==> src/rtl/encoder_74hc148_scan.sv <==
// encoder_74hc148_scan: registered, debounced 8-to-3 priority encoder with
// 74HC148-style active-low outputs and a one-cycle key-event strobe.
// Raw active-low pins are resynchronised, debounced into an accepted vector
// (acc), priority-encoded and presented on registered outputs.
module encoder_74hc148_scan #(
  parameter int DEBOUNCE_CYCLES = 1000000,
  parameter int CNT_W           = 20
) (
  input  logic       clk,
  input  logic       rst_n,
  input  logic       En,
  input  logic [7:0] IN_N,
  output logic [2:0] A_N,
  output logic       GSN,
  output logic       EON,
  output logic       key_evt,
  output logic [2:0] key_code
);

  localparam logic [CNT_W-1:0] CNT_LAST = CNT_W'(DEBOUNCE_CYCLES - 1);
  localparam logic [CNT_W-1:0] CNT_ONE  = CNT_W'(1);

  typedef enum logic {
    IDLE   = 1'b0,
    SETTLE = 1'b1
  } state_t;

  logic [7:0]       sync1;
  logic [7:0]       sync2;
  state_t           state;
  logic [7:0]       cand;
  logic [7:0]       acc;
  logic [CNT_W-1:0] cnt;

  logic             any;
  logic [2:0]       idx;

  logic             prev_any;
  logic [2:0]       prev_idx;
  logic             prev_en;
  logic             new_code;

  // Two-flop synchroniser bringing the asynchronous pins into the clk domain
  always_ff @(posedge clk or negedge rst_n) begin
    if (!rst_n) begin
      sync1 <= 8'hFF;
      sync2 <= 8'hFF;
    end else begin
      sync1 <= IN_N;
      sync2 <= sync1;
    end
  end

  // Debounce FSM: a changed vector must hold for DEBOUNCE_CYCLES cycles before it is accepted
  always_ff @(posedge clk or negedge rst_n) begin
    if (!rst_n) begin
      state <= IDLE;
      cand  <= 8'hFF;
      acc   <= 8'hFF;
      cnt   <= '0;
    end else begin
      case (state)
        IDLE: begin
          if (sync2 != acc) begin
            cand  <= sync2;
            cnt   <= CNT_ONE;
            state <= SETTLE;
          end
        end
        SETTLE: begin
          if (sync2 != cand) begin
            // Input moved again: restart the stability window on the new value
            cand <= sync2;
            cnt  <= CNT_ONE;
          end else if (cnt == CNT_LAST) begin
            acc   <= cand;
            state <= IDLE;
          end else begin
            cnt <= cnt + CNT_ONE;
          end
        end
        default: begin
          state <= IDLE;
        end
      endcase
    end
  end

  // Priority encode the accepted vector; later (higher) bits override lower ones
  always_comb begin
    any = ~&acc;
    idx = 3'd0;
    for (int i = 0; i < 8; i++) begin
      if (!acc[i]) begin
        idx = 3'(i);
      end
    end
  end

  // A press is new if the code changed since last cycle or the block was just enabled
  assign new_code = ({any, idx} != {prev_any, prev_idx}) || !prev_en;

  // Registered 74HC148-style outputs, key-event strobe and previous-code tracking
  always_ff @(posedge clk or negedge rst_n) begin
    if (!rst_n) begin
      A_N      <= 3'b111;
      GSN      <= 1'b1;
      EON      <= 1'b1;
      key_evt  <= 1'b0;
      key_code <= 3'b000;
      prev_any <= 1'b0;
      prev_idx <= 3'b000;
      prev_en  <= 1'b0;
    end else begin
      prev_any <= any;
      prev_idx <= idx;
      prev_en  <= En;
      key_evt  <= 1'b0;
      if (!En) begin
        A_N <= 3'b111;
        GSN <= 1'b1;
        EON <= 1'b1;
      end else if (any) begin
        A_N <= ~idx;
        GSN <= 1'b0;
        EON <= 1'b1;
        if (new_code) begin
          key_evt  <= 1'b1;
          key_code <= idx;
        end
      end else begin
        A_N <= 3'b111;
        GSN <= 1'b1;
        EON <= 1'b0;
      end
    end
  end

endmodule

==> config.mk <==
export PLATFORM = sky130hd
export DESIGN_NAME = encoder_74hc148_scan
export DESIGN_NICKNAME = d
export VERILOG_FILES = /design/src/rtl/encoder_74hc148_scan.sv
export SDC_FILE = /design/constraint.sdc
export NUM_CORES = 1
export LEC_CHECK = 0
export ABC_AREA = 1
export CAP_MARGIN = 20
export CORE_MARGIN = 4
export CORE_UTILIZATION = 59
export DETAILED_ROUTE_END_ITERATION = 12
export PLACE_DENSITY = 0.79
export SLEW_MARGIN = 20
export SYNTH_ARGS = -nofsm -noshare
export SYNTH_HDL_FRONTEND = slang
export SYNTH_SLANG_ARGS = --single-unit
==> constraint.sdc <==
create_clock -name clk -period 3.1 [get_ports clk]
set_input_delay 0.93 -clock clk [delete_from_list [all_inputs] [get_ports clk]]
set_output_delay 0.93 -clock clk [all_outputs]
set_load 0.02 [all_outputs]
==> results.cfg <==
; physical design summary
[grt]
grt_usage_pct = 21.1
grt_pass1_wl_um = 11900
grt_pass1_vias = 2510
antenna_found_initial = 0

[synthesis]
area_leaders = dfstp_2, dfrtp_1, nand2_1
edf_count = 0
ys.flops = 67
synth.avg_cell_area_um2 = 8.35
yosys_warnings = 0
synthXorXnorAreaFrac_pct = 3.06
yosysMostFrequentCell = nand2_1
synth-simple-area-share_pct = 32.3
ys_chip_area_um2 = 3430
synthDistinctLibCells = 35

[pwr]
swShare_pct = 23.4

[outcome]
status = finished, final reports clean

[cts]
postCtsSetupRepairBufs = 0
cts_inserted_buffers = 9
clk_pin_slew_ns = 0.07

[floorplanning]
nWellTaps = 72
initCoreUtil_pct = 61.6
fp-row-count = 27

[cells_and_area]
top_register = cnt
nClkBuffers = 11
combGateArea_um2 = 1460
area_delta_synth_final_pct = 13.0
seq_area_share_pct = 44.4
inverters = 47
top_area_cell_class = sequential cells
post-route-util_pct = 69.6
seq_cell_count = 67
drive_above_1_share_pct = 21.5

[min_path]
hold_path_class = reg2reg

[worst_setup_path]
cpMaxStageDelayCell = clkdlybuf4s50_1
rr_endpoint = cnt[9]
worst-path-stages = 1
cp-endpoint = A_N[1]
cp.arrival_ns = 1.46
critPathMaxFanout = 1

[run]
cap_viol_max_count = 0

[placed_design]
dp.cells = 498
dpl-instance-area_um2 = 3670

[routing]
wire_per_inst_um = 12.9
routed-wl-met2_um = 3000
via_per_inst = 5.22
route.met3.wl_um = 413
drc = 0

[timing]
worst-slew-pin-transition_ns = 0.693
grt_setup_unrepaired = false
setup_ws_ns = 0.714
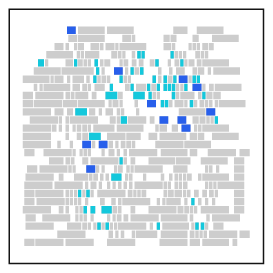
(images/logic_types.png)
(3 px per µm)
blue -> XOR/XNOR gates  # cells 12, most used xor2_1
cyan -> NOR gates  # cells 51, most used nor2_1
fin cells: 514
most used logic cell in the final layout: nand2_1
Comb area share: 37.8%

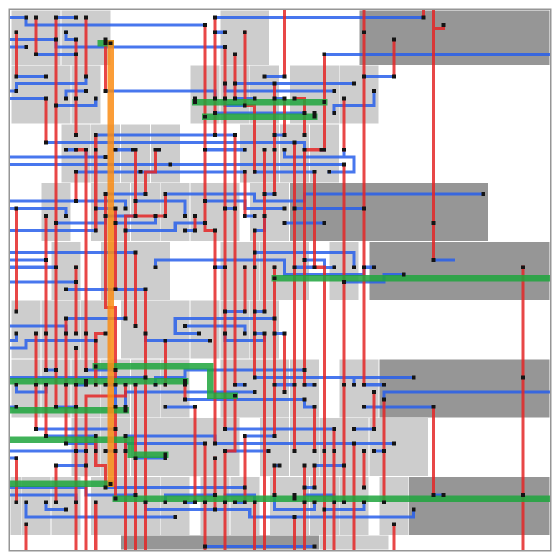
(images/detail.png)
Region (51, 51) to (76, 76) µm. Cells in grey, sequential cells in the stronger grey; small squares are vias.
orange -> metal 4
green -> metal 3
red -> metal 2
blue -> metal 1
cells with their middle in the window = 66
sequential cells in the window = 5
most frequent = nand2_1 (18), nor2_1 (14)
netlist names of flops here include = cnt (4), state (1)

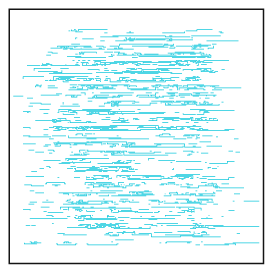
(images/layer_met1.png)
(3 px per µm)
share of all routed wire = 47%
main direction = horizontal
longest straight run = 23.5 µm
Vias: 2,685
met1 Use GR: 29.8%

